--- src/rtl/spi_master_ctrl_if.sv ---
// Host command/reply handshake plus the SS_n/MOSI/MISO bus of spi_master_ctrl.
// master: the controller's view; slave: the host/peripheral side that drives commands and MISO.
interface spi_master_ctrl_if #(
  parameter int CMD_W  = 10,
  parameter int DATA_W = 8
);
  logic              cmd_valid;
  logic [CMD_W-1:0]  cmd_data;
  logic              cmd_ready;
  logic              resp_valid;
  logic [DATA_W-1:0] resp_data;
  logic              busy;
  logic              SS_n;
  logic              MOSI;
  logic              MISO;

  modport master (
    input  cmd_valid, cmd_data, MISO,
    output cmd_ready, resp_valid, resp_data, busy, SS_n, MOSI
  );

  modport slave (
    output cmd_valid, cmd_data, MISO,
    input  cmd_ready, resp_valid, resp_data, busy, SS_n, MOSI
  );
endinterface

--- src/rtl/spi_master_ctrl.sv ---
// Single-clock SPI initiator: one SS_n frame per command word, 8-bit MISO reply for read-data commands.
// Optional SPI_ABORT_EN adds abort/aborted ports that cancel a frame while SS_n is low.
module spi_master_ctrl #(
  parameter int CMD_W   = 10,
  parameter int DATA_W  = 8,
  parameter int RD_TURN = 2,
  parameter int GAP_CYC = 2
) (
  input  logic              clk,
  input  logic              rst_n,
`ifdef SPI_ABORT_EN
  input  logic              abort,
  output logic              aborted,
`endif
  spi_master_ctrl_if.master bus
);

  localparam int CNT_W = $clog2(CMD_W + RD_TURN + DATA_W + 2);

  // Reload values: a state lasting N cycles loads N-1 and leaves when the count hits zero.
  localparam logic [CNT_W-1:0] LD_OUT  = CNT_W'(CMD_W);
  localparam logic [CNT_W-1:0] LD_TURN = CNT_W'(RD_TURN - 1);
  localparam logic [CNT_W-1:0] LD_IN   = CNT_W'(DATA_W - 1);
  localparam logic [CNT_W-1:0] LD_GAP  = CNT_W'(GAP_CYC - 1);

  typedef enum logic [2:0] {
    IDLE,
    CMD_BIT,
    SHIFT_OUT,
    TURN,
    SHIFT_IN,
    GAP
  } state_t;

  state_t            state_q, state_d;
  logic [CNT_W-1:0]  cnt_q, cnt_d;
  logic [CMD_W-1:0]  cmd_q, cmd_d;
  logic [DATA_W-2:0] shift_q, shift_d;
  logic              is_rd_q, is_rd_d;
  logic              ss_n_q, ss_n_d;
  logic              mosi_q, mosi_d;
  logic              ready_q, ready_d;
  logic              busy_q, busy_d;
  logic              rv_q, rv_d;
  logic [DATA_W-1:0] rdata_q, rdata_d;
`ifdef SPI_ABORT_EN
  logic              aborted_q, aborted_d;
`endif

  always_ff @(posedge clk or negedge rst_n) begin
    if (!rst_n) begin
      state_q   <= IDLE;
      cnt_q     <= '0;
      cmd_q     <= '0;
      shift_q   <= '0;
      is_rd_q   <= 1'b0;
      ss_n_q    <= 1'b1;
      mosi_q    <= 1'b0;
      ready_q   <= 1'b0;
      busy_q    <= 1'b0;
      rv_q      <= 1'b0;
      rdata_q   <= '0;
`ifdef SPI_ABORT_EN
      aborted_q <= 1'b0;
`endif
    end else begin
      state_q   <= state_d;
      cnt_q     <= cnt_d;
      cmd_q     <= cmd_d;
      shift_q   <= shift_d;
      is_rd_q   <= is_rd_d;
      ss_n_q    <= ss_n_d;
      mosi_q    <= mosi_d;
      ready_q   <= ready_d;
      busy_q    <= busy_d;
      rv_q      <= rv_d;
      rdata_q   <= rdata_d;
`ifdef SPI_ABORT_EN
      aborted_q <= aborted_d;
`endif
    end
  end

  // Every output is a register, so this block computes the values for the state being entered.
  always_comb begin
    state_d   = state_q;
    cnt_d     = cnt_q;
    cmd_d     = cmd_q;
    shift_d   = shift_q;
    is_rd_d   = is_rd_q;
    ss_n_d    = 1'b1;
    mosi_d    = 1'b0;
    ready_d   = 1'b0;
    busy_d    = busy_q;
    rv_d      = 1'b0;
    rdata_d   = rdata_q;
`ifdef SPI_ABORT_EN
    aborted_d = 1'b0;
`endif

    unique case (state_q)
      IDLE: begin
        ready_d = 1'b1;
        if (bus.cmd_valid && ready_q) begin
          state_d = CMD_BIT;
          cnt_d   = '0;
          cmd_d   = bus.cmd_data;
          is_rd_d = (bus.cmd_data[CMD_W-1 -: 2] == 2'b11);
          busy_d  = 1'b1;
          ready_d = 1'b0;
          ss_n_d  = 1'b0;
          mosi_d  = bus.cmd_data[CMD_W-1];
        end
      end

      CMD_BIT: begin
        state_d = SHIFT_OUT;
        cnt_d   = LD_OUT;
        ss_n_d  = 1'b0;
        mosi_d  = cmd_q[CMD_W-1];
        cmd_d   = {cmd_q[CMD_W-2:0], 1'b0};
      end

      // cmd_q is pre-shifted, so its MSB is always the next bit; count 1 -> 0 is the capture pad.
      SHIFT_OUT: begin
        if (cnt_q != '0) begin
          cnt_d  = cnt_q - CNT_W'(1);
          ss_n_d = 1'b0;
          mosi_d = (cnt_q != CNT_W'(1)) & cmd_q[CMD_W-1];
          cmd_d  = {cmd_q[CMD_W-2:0], 1'b0};
        end else if (is_rd_q) begin
          state_d = TURN;
          cnt_d   = LD_TURN;
          ss_n_d  = 1'b0;
        end else begin
          state_d = GAP;
          cnt_d   = LD_GAP;
        end
      end

      TURN: begin
        ss_n_d = 1'b0;
        if (cnt_q != '0) begin
          cnt_d = cnt_q - CNT_W'(1);
        end else begin
          state_d = SHIFT_IN;
          cnt_d   = LD_IN;
        end
      end

      SHIFT_IN: begin
        shift_d = {shift_q[DATA_W-3:0], bus.MISO};
        if (cnt_q != '0) begin
          cnt_d  = cnt_q - CNT_W'(1);
          ss_n_d = 1'b0;
        end else begin
          state_d = GAP;
          cnt_d   = LD_GAP;
          rv_d    = 1'b1;
          rdata_d = {shift_q, bus.MISO};
        end
      end

      GAP: begin
        if (cnt_q != '0) begin
          cnt_d = cnt_q - CNT_W'(1);
        end else begin
          state_d = IDLE;
          cnt_d   = '0;
          ready_d = 1'b1;
          busy_d  = 1'b0;
        end
      end

      default: begin
        state_d = IDLE;
        cnt_d   = '0;
        busy_d  = 1'b0;
      end
    endcase

`ifdef SPI_ABORT_EN
    if (abort && (state_q inside {CMD_BIT, SHIFT_OUT, TURN, SHIFT_IN})) begin
      state_d   = GAP;
      cnt_d     = LD_GAP;
      ss_n_d    = 1'b1;
      mosi_d    = 1'b0;
      rv_d      = 1'b0;
      rdata_d   = rdata_q;
      aborted_d = 1'b1;
    end
`endif
  end

  assign bus.cmd_ready  = ready_q;
  assign bus.resp_valid = rv_q;
  assign bus.resp_data  = rdata_q;
  assign bus.busy       = busy_q;
  assign bus.SS_n       = ss_n_q;
  assign bus.MOSI       = mosi_q;
`ifdef SPI_ABORT_EN
  assign aborted        = aborted_q;
`endif

endmodule

--- src/flat_wrapper.sv ---
// flat-port wrapper written by rule: the top's interface ports become plain ports
module spi_master_ctrl_flat 
#(
  parameter int CMD_W   = 10,
  parameter int DATA_W  = 8,
  parameter int RD_TURN = 2,
  parameter int GAP_CYC = 2
)
  (clk, rst_n, bus_cmd_valid, bus_cmd_data, bus_MISO, bus_cmd_ready, bus_resp_valid, bus_resp_data, bus_busy, bus_SS_n, bus_MOSI);
  spi_master_ctrl_if #(.CMD_W(CMD_W), .DATA_W(DATA_W)) bus_i ();
  input  logic clk;
  input  logic rst_n;
  input wire logic [$bits(bus_i.cmd_valid)-1:0] bus_cmd_valid;
  input wire logic [$bits(bus_i.cmd_data)-1:0] bus_cmd_data;
  input wire logic [$bits(bus_i.MISO)-1:0] bus_MISO;
  output wire logic [$bits(bus_i.cmd_ready)-1:0] bus_cmd_ready;
  output wire logic [$bits(bus_i.resp_valid)-1:0] bus_resp_valid;
  output wire logic [$bits(bus_i.resp_data)-1:0] bus_resp_data;
  output wire logic [$bits(bus_i.busy)-1:0] bus_busy;
  output wire logic [$bits(bus_i.SS_n)-1:0] bus_SS_n;
  output wire logic [$bits(bus_i.MOSI)-1:0] bus_MOSI;
  assign bus_i.cmd_valid = bus_cmd_valid;
  assign bus_i.cmd_data = bus_cmd_data;
  assign bus_i.MISO = bus_MISO;
  assign bus_cmd_ready = bus_i.cmd_ready;
  assign bus_resp_valid = bus_i.resp_valid;
  assign bus_resp_data = bus_i.resp_data;
  assign bus_busy = bus_i.busy;
  assign bus_SS_n = bus_i.SS_n;
  assign bus_MOSI = bus_i.MOSI;
  spi_master_ctrl #(.CMD_W(CMD_W), .DATA_W(DATA_W), .RD_TURN(RD_TURN), .GAP_CYC(GAP_CYC)) u_core (.clk(clk), .rst_n(rst_n), .bus(bus_i));
endmodule
--- config.mk ---
export PLATFORM = sky130hd
export DESIGN_NAME = spi_master_ctrl_flat
export DESIGN_NICKNAME = d
export VERILOG_FILES = /design/src/rtl/spi_master_ctrl_if.sv /design/src/rtl/spi_master_ctrl.sv /design/src/flat_wrapper.sv
export SDC_FILE = /design/constraint.sdc
export NUM_CORES = 1
export LEC_CHECK = 0
export CAP_MARGIN = 10
export CORE_ASPECT_RATIO = 1.25
export CORE_UTILIZATION = 53
export CTS_CLUSTER_DIAMETER = 80
export CTS_CLUSTER_SIZE = 24
export DETAILED_ROUTE_END_ITERATION = 6
export PLACE_DENSITY = 0.9
export RECOVER_POWER = 100
export SLEW_MARGIN = 20
export SYNTH_ARGS = -nofsm -noshare
export SYNTH_HDL_FRONTEND = slang
export SYNTH_SLANG_ARGS = --single-unit
--- constraint.sdc ---
create_clock -name clk -period 1.8 [get_ports clk]
set_input_delay 0.18 -clock clk [delete_from_list [all_inputs] [get_ports clk]]
set_output_delay 0.18 -clock clk [all_outputs]
set_load 0.05 [all_outputs]
**Metal 1**

Scale: 6 px per um. Supply wires on this layer in grey.
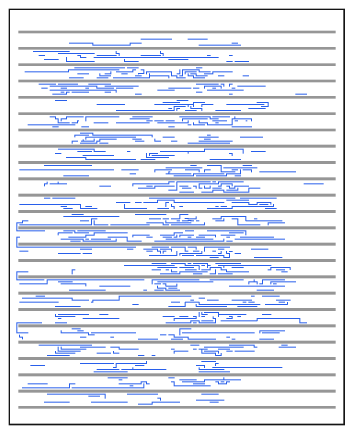
The layer holds 42% of the routed length. The layer carries 1,710 um of wire.

**Met2 routing**

Scale: 4 px per um. Cells faint in the background.
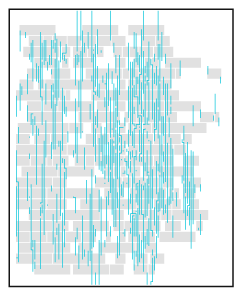
The longest straight run is 25.5 um. 199 nets have wire on it. The wires run mostly vertical.

==> impl_metrics.csv <==
group,metric,value,unit
outcome,outcome,"completed",
detailed_routing,totalWireLength,4080,um
floorplanning,die_y,69.0,um
place,gp_congestion,0.908,
power_and_ir_drop,power_density,2110,mW/mm^2
synth,synth_warnings,0,
cells_and_area,instances_no_fill,241,
final_timing,hold_violations,0,
clock_network,clock-sinks,39,
global_route,grt_start_max_net_pins,40,
synth,ys_area,0.00190,mm^2
flow_run,warnings,30,
clock_network,path_clk_slew,70,ps
synth,synth_area,0.00190,mm^2
synth,synthCells,169,
setup_path,crit_arrival,1890,ps
cells_and_area,syn_to_final_growth,22.8,%
global_route,grt_overflow,0,
place,port_buffers,26,
setup_path,cp-startpoint,"u_core.cnt_q[0]$_DFFE_PN0P_",
synth,synth_top_area_share,50.0,%
floorplanning,die_area,0.00383,mm^2
detailed_routing,detail-route-antenna-nets,0,
clock_network,clock_latency,280,ps
detailed_routing,avgRoutedWirePerCell,16.9,um
cells_and_area,drive_gt1_share,22.1,%
final_timing,setup_viol,0,
hold_path,hold_path_class,"in2async",
clock_network,postCtsHoldBufs,0,
final_timing,drv_slew,0,
global_route,antenna_found_initial,0,
setup_path,worst_r2r_path_depth,6,
clock_network,htreeDepth,2,
setup_path,cp.required,1970,ps
**M3 wires**

Scale: 6 px per um.
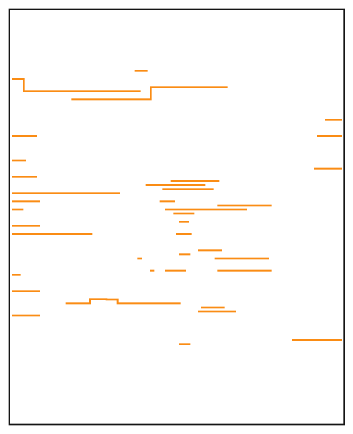
The layer holds 6.1% of the routed length. The wires run mostly horizontal. The layer carries 248 um of wire. The longest straight run is 19.3 um. 34 nets have wire on it.

-- metrics by stage --
stage | setup WS (ps) | utilization, % | area [um^2] | power, mW
after global placement | 56.7 | 67.0 | 2220 | 4.12
after detailed placement | -35.2 | 67.0 | 2220 | 4.27
final | 78.8 | 70.5 | 2330 | 4.93
after floorplan | 126 | - | 1900 | 3.52
after global routing | -18.7 | 70.5 | 2330 | 5.24
after CTS | -32.8 | 69.3 | 2290 | 4.83
-- worst min-delay path by stage --
stage / from / to / depth (start not counted)
final: rst_n / u_core.cnt_q[2]$_DFFE_PN0P_ / 1
after global routing: rst_n / u_core.cnt_q[2]$_DFFE_PN0P_ / 1
after floorplan: rst_n / u_core.bus.MOSI$_DFF_PN0_ / 0
after global placement: rst_n / u_core.cnt_q[3]$_DFFE_PN0P_ / 1
after CTS: rst_n / u_core.cnt_q[2]$_DFFE_PN0P_ / 1
after detailed placement: rst_n / u_core.cnt_q[2]$_DFFE_PN0P_ / 1
-- cells by family (layout without fill, tap and decap cells) --
family                     count (synthesis)  after routing  share of synthesized area [%]
AOI/OAI and AO/OA                         49             49                           16.1
xor gates and xnor gates                   2              2                          0.922
adders and majority gates                  3              3                           1.98
buffers and inverters                     15             50                           3.88
DFF                                       39             39                           51.4
muxes                                     27             27                           15.3
and+or+nand+nor                           34             34                           10.4
-- cells in the final DEF, fill, tap and decap left out, drive strengths merged, types with 2 or more instances in the layout --
master and n:
dfrtp 38, clkdlybuf4s50 24, a21oi 18, mux2 16
buf 12, a31oi 11, mux2i 11, nand2 9
nor2 8, o21ai 8, clkbuf 8, inv 6
nor3 5, nor2b 4, o21bai 3, ha 3
nor4 2, nand2b 2, xnor2 2
-- repair_timing --
action,in CTS,in global routing
resized,1,6
setup endpoints to repair,4,21
buffers inserted,0,3
-- state kept, by name, summed over array words and instances, names as in the netlist --
| register | flops |
|---|---|
| u_core.bus.MOSI | 1 |
| u_core.bus.SS_n | 1 |
| u_core.cnt_q | 5 |
| u_core.state_q | 3 |
| u_core.bus.cmd_ready | 1 |
| u_core.bus.busy | 1 |
| u_core.shift_q | 7 |
| u_core.bus.resp_data | 8 |
| u_core.bus.resp_valid | 1 |
| u_core.is_rd_q | 1 |
| u_core.cmd_q | 10 |
-- metal layers --
layer  GRT usage [%]  up-vias  part of all wire [%]
met1            26.4      711                    42
met4            12.8        0                   1.9
met2            39.8       55                    50
li1                -      689                     -
met3            6.53        7                   6.0
met5               0        -                     0
-- layout make-up --
class                           instances  area, um^2
Inverter                                6        22.5
Fill cell                             217         975
Clock buffer                            6        72.6
Sequential cell                        39         977
Multi-Input combinational cell        115         873
Tap cell                               37        46.3
Timing Repair Buffer                   38         343
-- worst max-delay path, cell delays in order, from the launching register on --
cell,delay [ps]
dfrtp_1,400
inv_2,100
ha_4,150
or3b_1,370
a21oi_2,170
a21oi_1,90
a311o_1,330
-- where the power goes --
part	switching [mW]	total [mW]	internal [mW]
combinational	1.55	2.75	1.20
clock	0.276	0.534	0.258
sequential	0.339	1.65	1.31
total	2.16	4.93	2.77
Power and IR drop assume default switching activity.
